`config.mk`:
```
export PLATFORM = sky130hd
export DESIGN_NAME = pulse_accumulator
export DESIGN_NICKNAME = d
export VERILOG_FILES = /design/src/rtl/pulse_sync_pkg.sv /design/src/rtl/pulse_accumulator.sv
export SDC_FILE = /design/constraint.sdc
export NUM_CORES = 1
export LEC_CHECK = 0
export CAP_MARGIN = 15
export CORE_MARGIN = 2
export CORE_UTILIZATION = 25
export CTS_CLUSTER_DIAMETER = 60
export DETAILED_ROUTE_END_ITERATION = 16
export SETUP_SLACK_MARGIN = 0.15
export SLEW_MARGIN = 20
export SYNTH_ARGS = -nofsm -noshare
export SYNTH_HDL_FRONTEND = slang
export SYNTH_SLANG_ARGS = --single-unit
```
`constraint.sdc`:
```
create_clock -name clk -period 3.42 [get_ports clk]
set_clock_uncertainty 0.05 [all_clocks]
set_input_delay 0.684 -clock clk [delete_from_list [all_inputs] [get_ports clk]]
set_output_delay 0.684 -clock clk [all_outputs]
set_load 0.02 [all_outputs]
```
`src/rtl/pulse_sync_pkg.sv`:
```
// Shared types and constants for the pulse-synchronizer path
// (count pulser on the sending side, pulse accumulator on the receiving side).
package pulse_sync_pkg;

    typedef enum logic [1:0] {
        IDLE,
        COUNT,
        PEND
    } acc_state_t;

    localparam int MIN_GAP_CYCLES = 2;

endpackage

```
`src/rtl/pulse_accumulator.sv`:
```
// Turns a train of single-cycle pulses back into per-burst counts on a
// valid/ready output, holding one pending burst under backpressure.
module pulse_accumulator
    import pulse_sync_pkg::*;
#(
    parameter int WIDTH      = 32,
    parameter int GAP_CYCLES = 4
) (
    input  logic             clk,
    input  logic             rst,
    input  logic             pulse,
    output logic             out_valid,
    input  logic             out_ready,
    output logic [WIDTH-1:0] out_count,
    output logic             out_sat,
    output logic             overrun,
    output logic             busy
);

    localparam int               GAP_W    = $clog2(GAP_CYCLES);
    localparam logic [GAP_W-1:0] GAP_LAST = GAP_W'(GAP_CYCLES - 1);
    localparam logic [WIDTH-1:0] ACC_MAX  = '1;

    // A 1-cycle low between pulses must never split a burst.
    if (GAP_CYCLES < MIN_GAP_CYCLES) begin : g_gap_check
        $error("pulse_accumulator: GAP_CYCLES must be >= MIN_GAP_CYCLES");
    end

    acc_state_t       state, state_next;
    logic [WIDTH-1:0] acc, acc_next;
    logic [GAP_W-1:0] gap, gap_next;
    logic             sat, sat_next;
    logic             slot_free;
    logic             load_out;
    logic             drop;

    assign slot_free = !out_valid || out_ready;

    always_ff @(posedge clk) begin
        if (rst) begin
            state <= IDLE;
            acc   <= '0;
            gap   <= '0;
            sat   <= 1'b0;
        end else begin
            state <= state_next;
            acc   <= acc_next;
            gap   <= gap_next;
            sat   <= sat_next;
        end
    end

    always_comb begin
        state_next = state;
        acc_next   = acc;
        gap_next   = gap;
        sat_next   = sat;
        load_out   = 1'b0;
        drop       = 1'b0;
        unique case (state)
            IDLE: begin
                if (pulse) begin
                    acc_next   = WIDTH'(1);
                    gap_next   = '0;
                    sat_next   = 1'b0;
                    state_next = COUNT;
                end
            end
            COUNT: begin
                if (pulse) begin
                    if (acc == ACC_MAX) sat_next = 1'b1;
                    else                acc_next = acc + 1'b1;
                    gap_next = '0;
                end else if (gap != GAP_LAST) begin
                    gap_next = gap + 1'b1;
                end else if (slot_free) begin
                    load_out   = 1'b1;
                    state_next = IDLE;
                end else begin
                    state_next = PEND;
                end
            end
            PEND: begin
                if (slot_free) begin
                    load_out = 1'b1;
                    if (pulse) begin
                        acc_next   = WIDTH'(1);
                        gap_next   = '0;
                        sat_next   = 1'b0;
                        state_next = COUNT;
                    end else begin
                        state_next = IDLE;
                    end
                end else if (pulse) begin
                    drop = 1'b1;
                end
            end
            default: state_next = IDLE;
        endcase
    end

    // Output slot: a new load on the same edge as a transfer keeps valid high.
    always_ff @(posedge clk) begin
        if (rst) begin
            out_valid <= 1'b0;
            out_count <= '0;
            out_sat   <= 1'b0;
            overrun   <= 1'b0;
            busy      <= 1'b0;
        end else begin
            if (load_out) begin
                out_valid <= 1'b1;
                out_count <= acc;
                out_sat   <= sat;
            end else if (out_valid && out_ready) begin
                out_valid <= 1'b0;
            end
            if (drop) overrun <= 1'b1;
            busy <= (state_next != IDLE);
        end
    end

endmodule

```
Fig. 1: clock routing
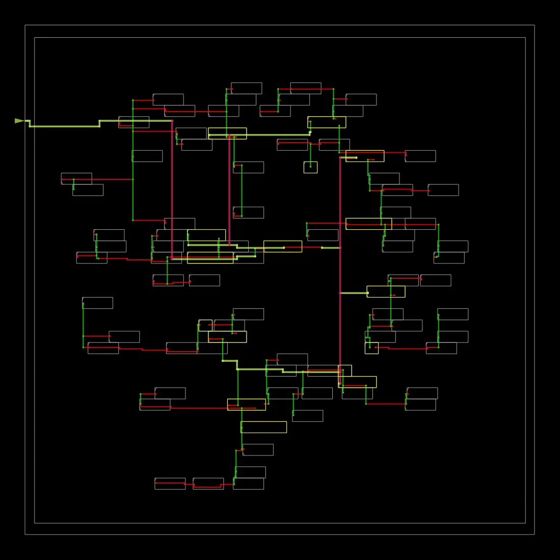
final-layout clock buffer total: 9
clk pwr: 1100 uW
Clock Sinks: 73
clock buffer count from CTS: 9
flip-flops: 73

Fig. 2: close-up of the layout
Window x 82 to 102, y 82 to 102 um. Cells in grey, sequential cells in the stronger grey; small squares are vias.
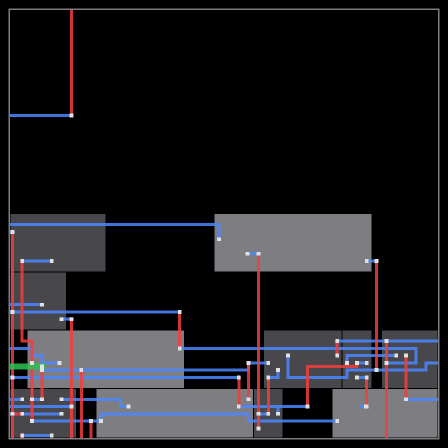
Key: metal 3 = green; metal 1 = blue; metal 2 = red
Most frequent: dfxtp_1 (4), mux2i_1 (2), nor2_1 (2). Netlist names of flops here include acc (2), out_count (2). Sequential cells in the window: 4. 10 logic cells have their middle in the window.

Fig. 3: metal layers overlaid
Drawn at 4 px/um. Two of the layers only.
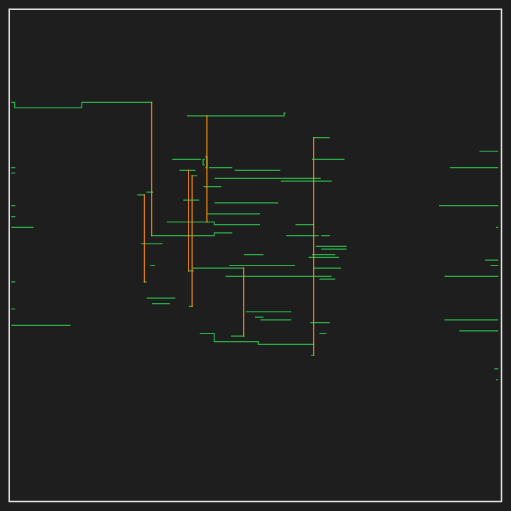
Key: metal 4 = orange [wire length 211 um]; metal 3 = green [wire length 516 um]

Fig. 4: met2 routing
Drawn at 3 px/um. Cells faint in the background.
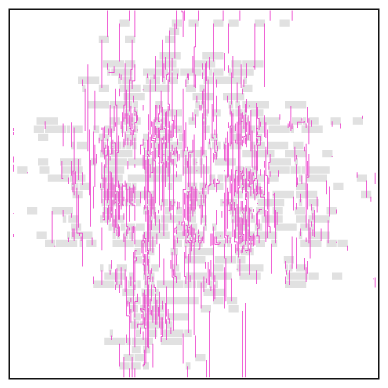
The layer holds 46% of the routed length. The wires run mostly vertical. The longest straight run is 34.3 um.
Via Count: 3215
GR Util met2: 20.41%

Fig. 5: port wiring
Drawn at 3 px/um.
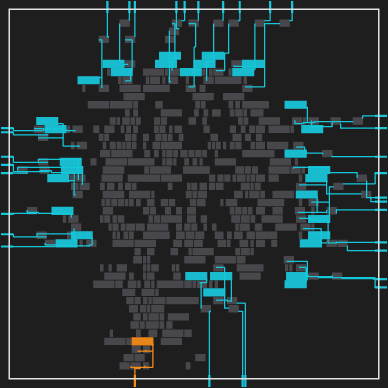
Key: out_count = cyan [bits 32, direction output, edge 11 east, 10 north, 8 west, 3 south, end cells 32, buffers 32, wire 967 um]; out_valid = orange [bits 1, direction output, edge south, end cells 1, buffers 1, wire 26.0 um]

==> out/qor.yml <==
run_status:
  status: "completed"
setup_path:
  critPathKind: "reg2reg"
  required_ps: 3560
  reg2reg_to: "acc[24]"
  cp.arrival_ps: 2880
clock_tree:
  cts.path.max_buffers: 2
  postCtsHoldBufs: 0
  root_buffer: "clkbuf_16"
  ctsResizeCount: 0
  htreeDepth: 3
layout:
  layout_top_cell: "dfxtp_1"
  dominant_cells: "logic gates"
  drive_gt1_share_pct: 8.597
  nFillCells: 1392
global_routing:
  overflow: 0
  grt_pass1_vias: 3071
  antenna_found_initial: 0
pwr:
  power_density_nw_per_um2: 463.1
  finalPower_uw: 2051
yosys:
  largest_area_cell: "dfxtp_1"
  ff_type: "dfxtp_1"
  synthesis.area_um2: 3522
  yosysWarnings: 0
  synth-seq-cells: 73
placement:
  io_buffers: 39
  hpwl_um: 6490
  dp_slack_ps: 674.6
die:
  die_h_um: 122.7
timing:
  max_freq_ghz: 0.3659
  tightestPinTransition_ps: 744.5
  relSlewSlack_pct: 50.03
min_path:
  hold_path_end: "overrun"
  min_path_type: "reg2reg"
routing:
  post_drt_wl_per_cell_um: 14.84
  route.detailed.drc: 0
## metrics by stage
stage          utilization [%]  hold WS, ps  cell area (um2)  instances
6_report                 32.03        423.9             4429        622
5_1_grt                  32.03        477.4             4429        622
4_1_cts                  32.03        433.4             4429        622
3_5_place_dp             29.50        419.3             4079        606
3_3_place_gp             29.50        408.3             4079        606
2_1_floorplan                -        396.5             3522        401
## critical path: stages, from the launching register on
cell     delay, ps
dfxtp_1        440
ha_1           250
nand3_1        180
or4_1          680
or4_4          660
a32oi_1        240
a21oi_1         90
## layer usage
metal	vias up	track usage (%)	routed length, um
met1	1514	16.44	4302
met4	0	5.029	210
met2	108	20.41	4201
li1	1576	-	-
met5	-	0	0
met3	17	3.625	515
## power by group
group | internal (uW) | total, uW | switching, uW
combinational | 31.5 | 95.1 | 63.6
sequential | 855 | 860 | 5.08
clock | 720 | 1100 | 377
total | 1610 | 2050 | 446
## kinds of logic after synthesis
logic type | after synthesis | share of synthesized area [%]
adder cells (fa/ha/maj) | 6 | 2.131
flip-flops | 73 | 41.49
AND-OR/OR-AND | 96 | 17.87
AND/OR/NAND/NOR | 156 | 23.27
multiplexers | 36 | 10.23
buffers and inverters | 34 | 5.009
## sequential cells by signal, summed over array words and instances (netlist names)
signal and flops:
acc 32, busy 1, gap 2, out_count 32, out_sat 1, out_valid 1, overrun 1, sat 1
state 2
## how the worst max path moves through the flow
stage | to | slack (ps) | depth (start not counted)
6_report | acc[24] | 690 | 6
3_3_place_gp | out_count[11] | 710 | 7
4_1_cts | acc[24] | 720 | 6
2_1_floorplan | acc[24] | 1000 | 8
3_5_place_dp | out_count[10] | 670 | 7
5_1_grt | acc[24] | 550 | 6
Power figures rest on the tool's default switching activity, not on a simulated workload.
